$ cat src/rtl/gfx256_target_reader_if.sv
`default_nettype none
// +--------------------------------------------------------------------------+
// | Module      : gfx256_target_reader_if                                    |
// | Description : Wishbone classic read bus between the target reader        |
// |               (master) and the memory-side arbiter (slave).              |
// |   cyc, stb   master -> slave   cycle / strobe                            |
// |   we         master -> slave   write enable (reader drives 0)            |
// |   adr        master -> slave   32-bit line-aligned byte address          |
// |   sel        master -> slave   MDW/8 byte selects                        |
// |   dat_r      slave  -> master  MDW-bit read data                         |
// |   ack, err   slave  -> master  cycle termination                         |
// | Revision    : 1.0 - initial release                                      |
// +--------------------------------------------------------------------------+
interface gfx256_target_reader_if #(
   parameter int MDW = 256
);
   logic             cyc;
   logic             stb;
   logic             we;
   logic [31:0]      adr;
   logic [MDW/8-1:0] sel;
   logic [MDW-1:0]   dat_r;
   logic             ack;
   logic             err;

   modport master (
      output cyc, stb, we, adr, sel,
      input  dat_r, ack, err
   );

   modport slave (
      input  cyc, stb, we, adr, sel,
      output dat_r, ack, err
   );
endinterface
`default_nettype wire

$ cat src/rtl/gfx256_target_reader.sv
`default_nettype none
// +--------------------------------------------------------------------------+
// | Module      : gfx256_target_reader                                       |
// | Description : Serves single 32-bit target reads for the blender. Misses  |
// |               fetch a whole MDW-bit line over Wishbone; a one-line cache |
// |               answers same-line reads in one clock without a bus cycle.  |
// | Ports       : clk_i, rst_ni            clock, async active-low reset     |
// |               target_request_i/addr_i  read request and byte address     |
// |               target_ack_o/data_o      one-cycle ack with read word      |
// |               wbm_busy_o               high whenever not IDLE            |
// |               invalidate_i             drop the cached line              |
// |               err_o / err_clr_i        sticky bus-error/timeout flag     |
// |               wb                       Wishbone master (read only)       |
// | Revision    : 1.0 - initial release                                      |
// +--------------------------------------------------------------------------+
module gfx256_target_reader #(
   parameter int MDW     = 256,
   parameter int TIMEOUT = 1023
) (
   input  wire logic                  clk_i,
   input  wire logic                  rst_ni,
   input  wire logic                  target_request_i,
   input  wire logic [31:0]           target_addr_i,
   output logic                       target_ack_o,
   output logic [31:0]                target_data_o,
   output logic                       wbm_busy_o,
   input  wire logic                  invalidate_i,
   output logic                       err_o,
   input  wire logic                  err_clr_i,
   gfx256_target_reader_if.master     wb
);
   localparam int OB = $clog2(MDW / 8);  // byte-offset bits within a line
   localparam int TW = 32 - OB;          // tag width
   localparam int IW = OB - 2;           // word-index width
   localparam logic [9:0] C_TIMEOUT = 10'(TIMEOUT);

   typedef enum logic [1:0] {
      S_IDLE = 2'd0,
      S_BUS  = 2'd1,
      S_RESP = 2'd2
   } state_t;

   state_t          state_q,    state_d;
   logic [MDW-1:0]  line_q,     line_d;
   logic [TW-1:0]   tag_q,      tag_d;
   logic            valid_q,    valid_d;
   logic [TW-1:0]   req_tag_q,  req_tag_d;
   logic [IW-1:0]   req_idx_q,  req_idx_d;
   logic [31:0]     data_q,     data_d;
   logic            ack_q,      ack_d;
   logic            err_q,      err_d;
   logic            abort_q,    abort_d;
   logic [9:0]      cnt_q,      cnt_d;

   logic            w_accept;
   logic            w_hit;
   logic            w_err_set;

   function automatic logic [31:0] f_word(input logic [MDW-1:0] line,
                                          input logic [IW-1:0]  idx);
      return line[idx*32 +: 32];
   endfunction

   // While ack_q is high the requester is still holding the request it is
   // about to drop, so it must not be taken as a new one.
   assign w_accept = target_request_i & ~ack_q;
   assign w_hit    = valid_q & (tag_q == target_addr_i[31:OB]) & ~invalidate_i;

   always_comb begin
      state_d   = state_q;
      line_d    = line_q;
      tag_d     = tag_q;
      valid_d   = valid_q;
      req_tag_d = req_tag_q;
      req_idx_d = req_idx_q;
      data_d    = data_q;
      ack_d     = 1'b0;
      err_d     = err_q;
      abort_d   = abort_q;
      cnt_d     = cnt_q;
      w_err_set = 1'b0;

      case (state_q)
         S_IDLE: begin
            if (w_accept) begin
               if (w_hit) begin
                  data_d = f_word(line_q, target_addr_i[OB-1:2]);
                  ack_d  = 1'b1;
               end else begin
                  state_d   = S_BUS;
                  req_tag_d = target_addr_i[31:OB];
                  req_idx_d = target_addr_i[OB-1:2];
                  cnt_d     = 10'd0;
                  abort_d   = 1'b0;
               end
            end
         end
         S_BUS: begin
            // err has priority over ack; a timeout is handled like an error.
            if (wb.err || (cnt_q == C_TIMEOUT)) begin
               state_d   = S_RESP;
               abort_d   = 1'b1;
               data_d    = 32'd0;
               valid_d   = 1'b0;
               w_err_set = 1'b1;
            end else if (wb.ack) begin
               state_d = S_RESP;
               line_d  = wb.dat_r;
               tag_d   = req_tag_q;
               valid_d = ~invalidate_i;
            end else if (cnt_q != C_TIMEOUT) begin
               cnt_d = cnt_q + 10'd1;
            end
         end
         S_RESP: begin
            ack_d   = 1'b1;
            state_d = S_IDLE;
            if (!abort_q) begin
               data_d = f_word(line_q, req_idx_q);
            end
         end
         default: begin
            state_d = S_IDLE;
         end
      endcase

      if (invalidate_i) begin
         valid_d = 1'b0;
      end
      if (err_clr_i) begin
         err_d = 1'b0;
      end
      if (w_err_set) begin
         err_d = 1'b1;
      end
   end

   always_ff @(posedge clk_i or negedge rst_ni) begin
      if (!rst_ni) begin
         state_q   <= S_IDLE;
         line_q    <= '0;
         tag_q     <= '0;
         valid_q   <= 1'b0;
         req_tag_q <= '0;
         req_idx_q <= '0;
         data_q    <= 32'd0;
         ack_q     <= 1'b0;
         err_q     <= 1'b0;
         abort_q   <= 1'b0;
         cnt_q     <= 10'd0;
      end else begin
         state_q   <= state_d;
         line_q    <= line_d;
         tag_q     <= tag_d;
         valid_q   <= valid_d;
         req_tag_q <= req_tag_d;
         req_idx_q <= req_idx_d;
         data_q    <= data_d;
         ack_q     <= ack_d;
         err_q     <= err_d;
         abort_q   <= abort_d;
         cnt_q     <= cnt_d;
      end
   end

   assign target_ack_o  = ack_q;
   assign target_data_o = data_q;
   assign wbm_busy_o    = (state_q != S_IDLE);
   assign err_o         = err_q;

   assign wb.cyc = (state_q == S_BUS);
   assign wb.stb = (state_q == S_BUS);
   assign wb.we  = 1'b0;
   assign wb.adr = {req_tag_q, {OB{1'b0}}};
   assign wb.sel = (state_q == S_BUS) ? {(MDW/8){1'b1}} : {(MDW/8){1'b0}};
endmodule
`default_nettype wire

$ cat src/flat_wrapper.sv
// flat-port wrapper written by rule: the top's interface ports become plain ports
module gfx256_target_reader_flat 
#(
   parameter int MDW     = 256,
   parameter int TIMEOUT = 1023
)
  (clk_i, rst_ni, target_request_i, target_addr_i, target_ack_o, target_data_o, wbm_busy_o, invalidate_i, err_o, err_clr_i, wb_cyc, wb_stb, wb_we, wb_adr, wb_sel, wb_dat_r, wb_ack, wb_err);
  gfx256_target_reader_if #(.MDW(MDW)) wb_i ();
  input  wire logic clk_i;
  input  wire logic rst_ni;
  input  wire logic target_request_i;
  input  wire logic [31:0] target_addr_i;
  output logic target_ack_o;
  output logic [31:0] target_data_o;
  output logic wbm_busy_o;
  input  wire logic invalidate_i;
  output logic err_o;
  input  wire logic err_clr_i;
  output wire logic [$bits(wb_i.cyc)-1:0] wb_cyc;
  output wire logic [$bits(wb_i.stb)-1:0] wb_stb;
  output wire logic [$bits(wb_i.we)-1:0] wb_we;
  output wire logic [$bits(wb_i.adr)-1:0] wb_adr;
  output wire logic [$bits(wb_i.sel)-1:0] wb_sel;
  input wire logic [$bits(wb_i.dat_r)-1:0] wb_dat_r;
  input wire logic [$bits(wb_i.ack)-1:0] wb_ack;
  input wire logic [$bits(wb_i.err)-1:0] wb_err;
  assign wb_cyc = wb_i.cyc;
  assign wb_stb = wb_i.stb;
  assign wb_we = wb_i.we;
  assign wb_adr = wb_i.adr;
  assign wb_sel = wb_i.sel;
  assign wb_i.dat_r = wb_dat_r;
  assign wb_i.ack = wb_ack;
  assign wb_i.err = wb_err;
  gfx256_target_reader #(.MDW(MDW), .TIMEOUT(TIMEOUT)) u_core (.clk_i(clk_i), .rst_ni(rst_ni), .target_request_i(target_request_i), .target_addr_i(target_addr_i), .target_ack_o(target_ack_o), .target_data_o(target_data_o), .wbm_busy_o(wbm_busy_o), .invalidate_i(invalidate_i), .err_o(err_o), .err_clr_i(err_clr_i), .wb(wb_i));
endmodule
$ cat config.mk
export PLATFORM = sky130hd
export DESIGN_NAME = gfx256_target_reader_flat
export DESIGN_NICKNAME = d
export VERILOG_FILES = /design/src/rtl/gfx256_target_reader_if.sv /design/src/rtl/gfx256_target_reader.sv /design/src/flat_wrapper.sv
export SDC_FILE = /design/constraint.sdc
export NUM_CORES = 1
export LEC_CHECK = 0
export CAP_MARGIN = 20
export CORE_ASPECT_RATIO = 1.2
export CORE_MARGIN = 2
export CORE_UTILIZATION = 45
export CTS_CLUSTER_DIAMETER = 100
export CTS_CLUSTER_SIZE = 16
export DETAILED_ROUTE_END_ITERATION = 16
export GPL_TIMING_DRIVEN = 0
export PLACE_DENSITY = 0.84
export SETUP_SLACK_MARGIN = 0.15
export SLEW_MARGIN = 20
export SYNTH_ARGS = -nofsm -noshare
export SYNTH_HDL_FRONTEND = slang
export SYNTH_SLANG_ARGS = --single-unit
$ cat constraint.sdc
create_clock -name clk_i -period 6 [get_ports clk_i]
set_clock_uncertainty 0.05 [all_clocks]
set_input_delay 1.2 -clock clk_i [delete_from_list [all_inputs] [get_ports clk_i]]
set_output_delay 1.2 -clock clk_i [all_outputs]
set_load 0.005 [all_outputs]
==> images/class_map.png <==
Drawn at 2 px/µm.
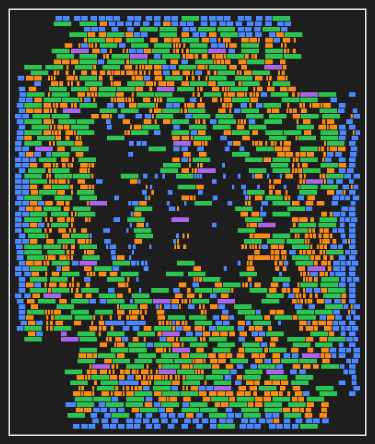
[remaining buffers and delay cells] blue | cells: 512 | share of their area: 23%
[registers] green | cells: 361 | share of their area: 43%
[remaining logic cells] orange | cells: 894 | share of their area: 31%
[clock drivers and dummy loads] purple | cells: 28 | share of their area: 3.3%

==> images/placed.png <==
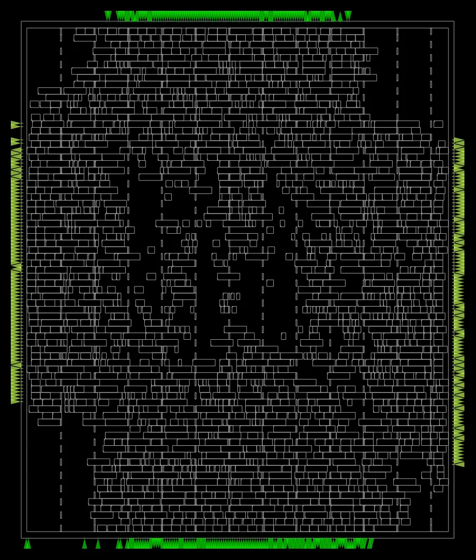
Final Util: 0.603
Site Rows: 76
Fill cells: 2,872
Flops: 361

==> GITHUB_STEP_SUMMARY <==
### Yosys + OpenROAD results

| Metric | Value |
|---|---|
| Post-CTS sizing | `0` |
| Min cycle time layout | `3.90 ns` |
| Psw | `3.32 mW` |
| Top pwr grp | `sequential cells` |
| Comb area | `0.00645 mm²` |
| Seq area share | `0.419` |
| CP Data Arrival Time | `2.65 ns` |
| Area grow syn2layout | `32.7%` |
| Area share, top type | `0.556` |
| Synth Area per Inst | `11.9 µm²` |
| Leakage | `9.12 nW` |
| First-pass GRT wire length | `75.2 mm` |
| Comb gates | `884` |
| Largest net degree at the start of global routing | `97` |
| Die span in y | `212 µm` |
| Post-synth area from yosys stat | `0.0163 mm²` |
| Commonest Layout Cell | `clkdlybuf4s50_1` |
| Core area | `0.0358 mm²` |
| Floorplan utilization | `0.455` |
| CTS Hold Bufs | `0` |
| Reg with most FFs | `u_core.line_q` |
| Clock Power Share | `0.162` |
| Ports | `397` |
| First-pass DRT Iterations | `5` |
| Max Fclk | `0.256 GHz` |
| Setup crit end kind | `primary output` |
| Flop+latch power | `4.35 mW` |
| Final cell count without fillers | `2,277` |
| CP endpoint | `wb_sel[14]` |
| Worst R2R Setup Slack | `3.00 ns` |
| TritonCTS clock tree | `done` |
| Top Layout Cells | `clkdlybuf4s50_1, dfrtp_1, mux2_2` |
| Status | `finished, final reports clean` |
| Number of enable flip-flop cells | `0` |
| Synth cell count leaders | `dfrtp_1, mux2_2, nand2_1, nand3_1, buf_4` |
| Final hold viol count | `0` |
| RSZ-0062 raised after global routing | `no` |
| Pwr Total | `10.0 mW` |
| Dpl cell area | `0.0208 mm²` |
| Critical path launch point type | `flop` |
| Rel. slew slack | `0.378` |
| Net Sw Frac | `0.331` |
| Pwr dens | `465 mW/mm²` |
| Non-CTS buffers | `512` |
| Layout Nets | `2,091` |
| R2R depth | `7` |
| H-tree lvl count | `1` |
| Worst R2R Start | `u_core.state_q[0]` |
| WL final | `50.6 mm` |
| Number of non-clock inverters | `10` |
| Cell internal pwr | `6.70 mW` |
| Post-CTS Setup Inserts | `0` |
| Hold Path Class | `reg2reg` |
| Tap cells | `468` |
| Port buffer count | `388` |
| Synth top area cells | `dfrtp_1, mux2_2, nand2_1` |
| Hold depth | `1` |
| Setup Viol. Count Final | `0` |
| # diodes | `14` |
| Top class by area | `flip-flops and latches` |
| Worst Setup Path Type | `reg2out` |
| Initial antenna violation count | `15` |
| Die ar. | `0.0377 mm²` |
| Layout cells sized above 1 | `0.252` |
| Async S/R FF share, synth | `1.00` |
| Die width | `178 µm` |
| Hold Crit Endpoint | `u_core.err_o` |
| Max-cap viol count | `0` |
==> images/util_map.png <==
Drawn at 2 px/µm. 18 x 21 tiles, from dark blue (low) to red (high), 0 to 100% covered.
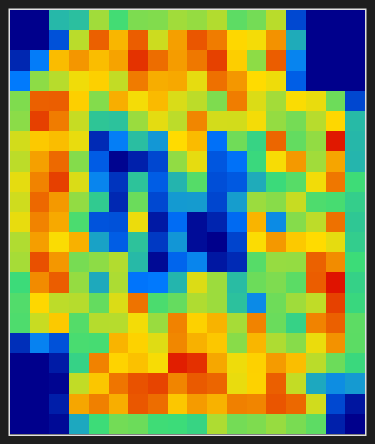
nearly empty tiles: 7.4%
mean over tiles: 56%
emptiest ninth of the die: centre

==> routing by layer <==
metal	up-vias	share of wire	GRT usage
li1	5565	-	-
met1	6212	0.39	0.327
met2	498	0.49	0.445
met3	140	0.064	0.0456
met4	4	0.053	0.142
met5	-	0.00047	0
==> cells by family (layout without fill, tap and decap cells) <==
kind of cell    after synthesis  count (layout)  synth area share
fa+ha+maj                     1               1          0.000769
xor+xnor                     27              27            0.0145
flops                       361             361             0.556
compound gates               62              62            0.0299
other cells                   1              20          0.000231
simple gates                472             472             0.130
mux                         316             316             0.220
buf+inv                     130             550            0.0488
==> worst max-delay path, stage by stage (launching register included) <==
cell and delay, ns:
dfrtp_1 0.43, inv_1 0.08, nand2_1 0.18, clkinv_1 0.49
buf_8 0.35, buf_4 0.13, clkdlybuf4s50_1 0.44
Power and IR drop assume default switching activity.
